**src/rtl/proporcional_pkg.sv**
```systemverilog
// Shared definitions for the sequential proportional term (proporcional_seq).
// Holds the controller state encoding and the helpers that derive the
// product and iteration-counter widths from the sample word width.
package proporcional_pkg;

    // Controller states: wait for a sample, multiply, round/range-check, hold result
    typedef enum logic [1:0] {
        IDLE = 2'd0,
        MUL  = 2'd1,
        RND  = 2'd2,
        DONE = 2'd3
    } state_t;

    // Full product width of a W x W multiply
    function automatic int prod_width(input int w);
        return 2 * w;
    endfunction

    // Width of a counter that must hold the value W (one step per multiplier bit)
    function automatic int cnt_width(input int w);
        return $clog2(w + 1);
    endfunction

endpackage

```
**src/rtl/proporcional_seq_mult_shift_add.sv**
```systemverilog
// mult_shift_add: unsigned W x W sequential shift-add multiplier.
// A start pulse (ignored while busy) latches both operands and clears the
// accumulator; one multiplier bit is consumed per cycle for W cycles. done is
// a one-cycle pulse and product is held stable until the next start.
module mult_shift_add
    import proporcional_pkg::*;
#(
    parameter int W = 19
)
(
    input  logic                     clk,
    input  logic                     rst_n,
    input  logic                     start,
    input  logic [W-1:0]             a,
    input  logic [W-1:0]             b,
    output logic                     busy,
    output logic                     done,
    output logic [prod_width(W)-1:0] product
);

    localparam int PW = prod_width(W);
    localparam int CW = cnt_width(W);
    localparam logic [CW-1:0] CNT_LOAD = CW'(W);
    localparam logic [CW-1:0] CNT_ONE  = {{(CW-1){1'b0}}, 1'b1};

    logic [PW-1:0] acc_r;
    logic [PW-1:0] mcand_r;
    logic [W-1:0]  mplier_r;
    logic [CW-1:0] cnt_r;
    logic          busy_r;
    logic          done_r;

    // Operand load on start, then one shift-add step per cycle until the counter drains
    always_ff @(posedge clk or negedge rst_n) begin
        if (!rst_n) begin
            acc_r    <= {PW{1'b0}};
            mcand_r  <= {PW{1'b0}};
            mplier_r <= {W{1'b0}};
            cnt_r    <= {CW{1'b0}};
            busy_r   <= 1'b0;
            done_r   <= 1'b0;
        end else begin
            done_r <= 1'b0;
            if (start && !busy_r) begin
                acc_r    <= {PW{1'b0}};
                mcand_r  <= {{W{1'b0}}, a};
                mplier_r <= b;
                cnt_r    <= CNT_LOAD;
                busy_r   <= 1'b1;
            end else if (busy_r) begin
                if (mplier_r[0]) begin
                    acc_r <= acc_r + mcand_r;
                end else begin
                    acc_r <= acc_r;
                end
                mcand_r  <= mcand_r << 1;
                mplier_r <= mplier_r >> 1;
                cnt_r    <= cnt_r - CNT_ONE;
                if (cnt_r == CNT_ONE) begin
                    busy_r <= 1'b0;
                    done_r <= 1'b1;
                end else begin
                    busy_r <= 1'b1;
                end
            end else begin
                acc_r <= acc_r;
            end
        end
    end

    assign busy    = busy_r;
    assign done    = done_r;
    assign product = acc_r;

endmodule

```
**src/rtl/proporcional_seq.sv**
```systemverilog
// proporcional_seq: runtime-gain proportional term pk = round(kp*y / 2^FRAC).
// Signed samples are split into sign and magnitude, multiplied by the
// sequential shift-add unit, re-signed, rounded half-up and range-checked.
// Handshake: valid/ready on the sample side and on the result side.
// Optional build macro PROPORCIONAL_SAT_EN: clamp pk on overflow instead of
// wrapping; ovf is reported in both builds.
module proporcional_seq
    import proporcional_pkg::*;
#(
    parameter int W       = 19,
    parameter int FRAC    = 10,
    parameter int KP_INIT = 18
)
(
    input  logic                clk,
    input  logic                rst_n,
    input  logic                in_valid,
    output logic                in_ready,
    input  logic signed [W-1:0] y,
    input  logic                kp_load,
    input  logic signed [W-1:0] kp_in,
    output logic signed [W-1:0] kp,
    output logic                out_valid,
    input  logic                out_ready,
    output logic signed [W-1:0] pk,
    output logic                ovf
);

    localparam int PW = prod_width(W);
    localparam int SW = PW + 1;   // signed product needs one extra bit for the sign

    localparam logic signed [W-1:0]  KP_RST = W'(KP_INIT);
    localparam logic [W-1:0]         ONE_W  = {{(W-1){1'b0}}, 1'b1};
    localparam logic signed [SW-1:0] ZERO_S = {SW{1'b0}};
    localparam logic signed [SW-1:0] HALF_S = {{(SW-1){1'b0}}, 1'b1} << (FRAC - 1);
    localparam logic signed [W-1:0]  PK_MAX = {1'b0, {(W-1){1'b1}}};
    localparam logic signed [W-1:0]  PK_MIN = {1'b1, {(W-1){1'b0}}};

    state_t                state_r;
    state_t                state_nx_s;
    logic                  in_ready_r;
    logic                  out_valid_r;
    logic signed [W-1:0]   pk_r;
    logic                  ovf_r;
    logic signed [W-1:0]   kp_r;
    logic                  sign_r;

    logic                  accept_s;
    logic [W-1:0]          y_abs_s;
    logic [W-1:0]          kp_abs_s;
    logic                  mul_busy_s;
    logic                  mul_done_s;
    logic [PW-1:0]         prod_s;

    logic signed [SW-1:0]  ext_s;
    logic signed [SW-1:0]  sprod_s;
    logic signed [SW-1:0]  rnd_s;
    logic signed [SW-1:0]  sh_s;
    logic                  fits_s;
    logic signed [W-1:0]   res_pk_s;
    logic                  res_ovf_s;

    // Operand magnitudes; -2^(W-1) maps to 2^(W-1), which fits W unsigned bits
    always_comb begin
        if (y[W-1]) begin
            y_abs_s = ~$unsigned(y) + ONE_W;
        end else begin
            y_abs_s = $unsigned(y);
        end
        if (kp_r[W-1]) begin
            kp_abs_s = ~$unsigned(kp_r) + ONE_W;
        end else begin
            kp_abs_s = $unsigned(kp_r);
        end
    end

    mult_shift_add #(
        .W (W)
    ) u_mult (
        .clk     (clk),
        .rst_n   (rst_n),
        .start   (accept_s),
        .a       (y_abs_s),
        .b       (kp_abs_s),
        .busy    (mul_busy_s),
        .done    (mul_done_s),
        .product (prod_s)
    );

    // Next-state logic and sample acceptance
    always_comb begin
        state_nx_s = state_r;
        accept_s   = 1'b0;
        case (state_r)
            IDLE: begin
                if (in_valid && in_ready_r && !mul_busy_s) begin
                    accept_s   = 1'b1;
                    state_nx_s = MUL;
                end else begin
                    state_nx_s = IDLE;
                end
            end
            MUL: begin
                if (mul_done_s) begin
                    state_nx_s = RND;
                end else begin
                    state_nx_s = MUL;
                end
            end
            RND: begin
                state_nx_s = DONE;
            end
            DONE: begin
                if (out_ready) begin
                    state_nx_s = IDLE;
                end else begin
                    state_nx_s = DONE;
                end
            end
            default: begin
                state_nx_s = IDLE;
            end
        endcase
    end

    // Re-sign the magnitude product, round half-up, shift and range-check
    always_comb begin
        ext_s   = {1'b0, prod_s};
        sprod_s = ext_s;
        if (sign_r) begin
            sprod_s = ZERO_S - ext_s;
        end else begin
            sprod_s = ext_s;
        end
        rnd_s  = sprod_s + HALF_S;
        sh_s   = rnd_s >>> FRAC;
        // Fits in W signed bits when everything above the result sign bit is a sign copy
        fits_s = (&sh_s[SW-1:W-1]) || (~|sh_s[SW-1:W-1]);
        if (fits_s) begin
            res_ovf_s = 1'b0;
            res_pk_s  = sh_s[W-1:0];
        end else begin
            res_ovf_s = 1'b1;
`ifdef PROPORCIONAL_SAT_EN
            if (sh_s[SW-1]) begin
                res_pk_s = PK_MIN;
            end else begin
                res_pk_s = PK_MAX;
            end
`else
            res_pk_s = sh_s[W-1:0];
`endif
        end
    end

    // Controller state, registered handshakes and result capture at the rounding step
    always_ff @(posedge clk or negedge rst_n) begin
        if (!rst_n) begin
            state_r     <= IDLE;
            in_ready_r  <= 1'b0;
            out_valid_r <= 1'b0;
            pk_r        <= {W{1'b0}};
            ovf_r       <= 1'b0;
            sign_r      <= 1'b0;
        end else begin
            state_r     <= state_nx_s;
            in_ready_r  <= (state_nx_s == IDLE);
            out_valid_r <= (state_nx_s == DONE);
            if (accept_s) begin
                sign_r <= y[W-1] ^ kp_r[W-1];
            end else begin
                sign_r <= sign_r;
            end
            if (state_r == RND) begin
                pk_r  <= res_pk_s;
                ovf_r <= res_ovf_s;
            end else begin
                pk_r  <= pk_r;
                ovf_r <= ovf_r;
            end
        end
    end

    // Gain register; the multiplier latches its operand at accept, so a load only affects later samples
    always_ff @(posedge clk or negedge rst_n) begin
        if (!rst_n) begin
            kp_r <= KP_RST;
        end else if (kp_load) begin
            kp_r <= kp_in;
        end else begin
            kp_r <= kp_r;
        end
    end

    assign in_ready  = in_ready_r;
    assign out_valid = out_valid_r;
    assign pk        = pk_r;
    assign ovf       = ovf_r;
    assign kp        = kp_r;

endmodule

```
**config.mk**
```make
export PLATFORM = sky130hd
export DESIGN_NAME = proporcional_seq
export DESIGN_NICKNAME = d
export VERILOG_FILES = /design/src/rtl/proporcional_pkg.sv /design/src/rtl/proporcional_seq_mult_shift_add.sv /design/src/rtl/proporcional_seq.sv
export SDC_FILE = /design/constraint.sdc
export NUM_CORES = 1
export LEC_CHECK = 0
export ABC_AREA = 1
export CAP_MARGIN = 20
export CORE_MARGIN = 10
export CORE_UTILIZATION = 60
export CTS_CLUSTER_DIAMETER = 30
export DETAILED_ROUTE_END_ITERATION = 7
export GPL_TIMING_DRIVEN = 0
export PLACE_DENSITY = 0.87
export SLEW_MARGIN = 10
export SYNTH_ARGS = -nofsm -noshare
export SYNTH_HDL_FRONTEND = slang
export SYNTH_HIERARCHICAL = 1
export SYNTH_SLANG_ARGS = --single-unit
```
**constraint.sdc**
```tcl
create_clock -name clk -period 7.3 [get_ports clk]
set_clock_uncertainty 0.2 [all_clocks]
set_input_delay 1.095 -clock clk [delete_from_list [all_inputs] [get_ports clk]]
set_output_delay 1.095 -clock clk [all_outputs]
set_load 0.02 [all_outputs]
```
==> impl_metrics.py <==
# Generated from Yosys and OpenROAD reports
metrics = {
    "status": {
        "outcome": "complete, no violations",
    },
    "finish": {
        "fin_cells": 2115,
        "clock_buffer_count": 17,
        "final_util": 0.7033,
        "syn_to_final_growth_pct": 15.23,
        "lay_top_cells": "nand2_1 (606), inv_1 (226), nor2_1 (194)",
        "comb_cells": 1351,
        "comb_share": 0.5104,
        "n_all_buffers": 121,
    },
    "clock_network": {
        "cts-buffers-inserted": 17,
        "htreeDepth": 4,
        "cts-hold-fix-buffers": 0,
        "cts.sinks": 146,
        "cts_buffer_depth": 2,
        "post_cts_resized": 0,
    },
    "logic_synthesis": {
        "synth-edff-count": 0,
        "yosys_cells": 1767,
        "synth_seq_share": 0.3203,
        "synthesis.nets": 1853,
        "area_leaders": "dfrtp_1 (32%), nand2_1 (20%), inv_1 (7.4%)",
        "most_common_cell": "nand2_1",
        "common_cells": "nand2_1 (606), inv_1 (226), nor2_1 (194)",
        "synthTopLogicFamily": "simple AND/OR/NAND/NOR gates",
        "synth_area_mm2": 0.01142,
        "top_area_cell": "dfrtp_1",
    },
    "setup_path": {
        "arrival_ns": 3.91,
        "cpMaxStageDelayCell": "nor3_1",
        "crit_top_cell": "nand2_1",
        "cp_num_cells": 8,
        "path_cells": "clkdlybuf4s50_1 > nand3_1 > nor3_1 > nand2_1 > inv_2 > buf_1 > nand2_1 > o211ai_1",
        "reg2reg_depth": 19,
        "max_stage_delay_ns": 0.76,
        "r2r-end": "ovf$_DFFE_PN0N_",
        "worstPathMaxFanout": 10,
        "criticalPathCategory": "input pin to flop",
        "reg2reg_from": "u_mult/product[3]$_DFFE_PN0P_",
    },
    "power": {
        "p_int_mw": 2.508,
        "combPwrFrac": 0.548,
        "seq_power_share": 0.272,
        "seq_power_mw": 1.36,
        "maxPowerGroup": "combinational logic",
        "p_leak_nw": 6.643,
        "pg_comb_mw": 2.75,
    },
    "min_path": {
        "hold_start": "pk[0]$_DFFE_PN0N_",
        "worstHoldPathCells": 2,
        "hold_class": "flop to flop",
    },
    "drt": {
        "drt_pass1_iterations": 6,
        "drt_iter0_markers": 903,
        "drc": 0,
        "ant_nets": 0,
        "highest_layer": "met4",
        "drt-met1-wl_um": 14210,
        "routed_wl_um": 34710,
    },
    "placed_design": {
        "place_hpwl_um": 27710,
        "placed_cells_incl_taps": 2084,
        "io_buffer_count": 82,
        "preCtsSetupSlack_ns": 3.161,
    },
    "grt": {
        "busiest_layer": "met2",
        "grt_overflow": 0,
        "grt_pass1_vias": 11521,
        "met3_usage": 0.06621,
    },
    "timing": {
        "rsz0062_at_grt": "false",
        "worst_slew_pin_slew_ns": 1.164,
        "finalCritPeriodShare": 0.5152,
    },
    "floorplan": {
        "placementRows": 50,
        "io_pins": 84,
        "num_tap_cells": 234,
        "die_area_mm2": 0.02494,
    },
    "flow_run": {
        "warning_count": 27,
        "maxCapViolCount": 0,
    },
}
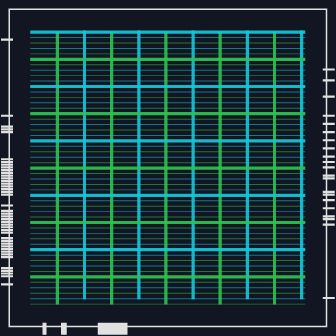
(images/power_grid.png)
Scale: 2 px per µm. Pins as bars on the die edge.
cyan -> VDD
green -> VSS
rows = 50
met4 straps = 10
met1 rails = 51
met5 straps = 10
chip height: 157.9 µm
core area: 0.01871 mm²
Die X: 157.9 µm
Peak VDD IR: 0.2688 mV

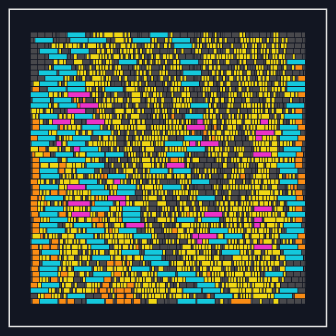
(images/placement_by_type.png)
Scale: 2 px per µm. Fill, decap, tap and diode cells in gray.
yellow -> combinational and other logic  # cells 1583
cyan -> sequential cells  # cells 146
magenta -> clock drivers and dummy loads  # cells 31
orange -> remaining buffers and delay cells  # cells 121
proportion of cell area occupied by registers: 0.2779
post-route cell area: 0.01316 mm²

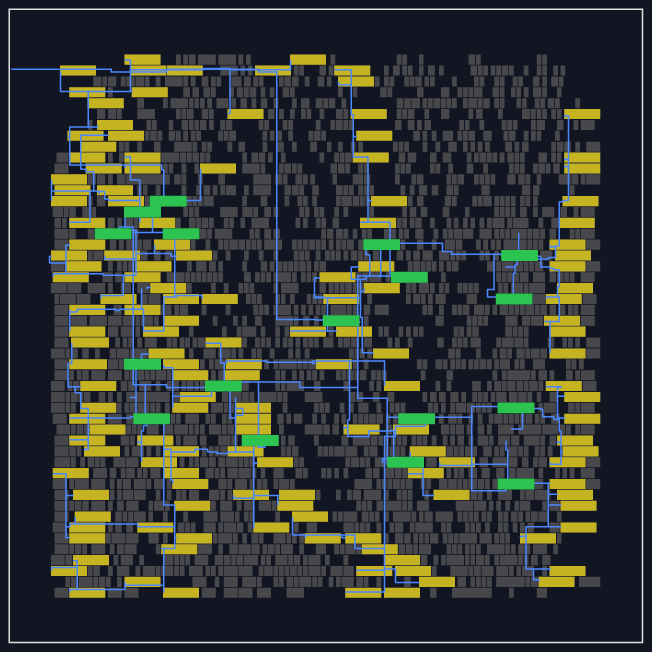
(images/clk_routes.png)
Scale: 4 px per µm.
green -> clock drivers  # count 17
yellow -> flip-flops  # count 146
blue -> clock wires  # length 1950 µm
routed clock nets = 18
Late-Pin Clk Latency: 0.44 ns
Clock Power Share: 0.180

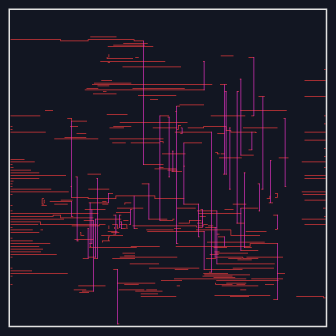
(images/wires.png)
Scale: 2 px per µm. Only two layers are drawn.
magenta -> metal 4  # wire length 1220 µm
red -> metal 3  # wire length 2770 µm
per-cell routed wire length: 16.41 µm
GRT Overall Usage: 0.2814
DR vias: 11872

Power is estimated from default activity; no workload was simulated.
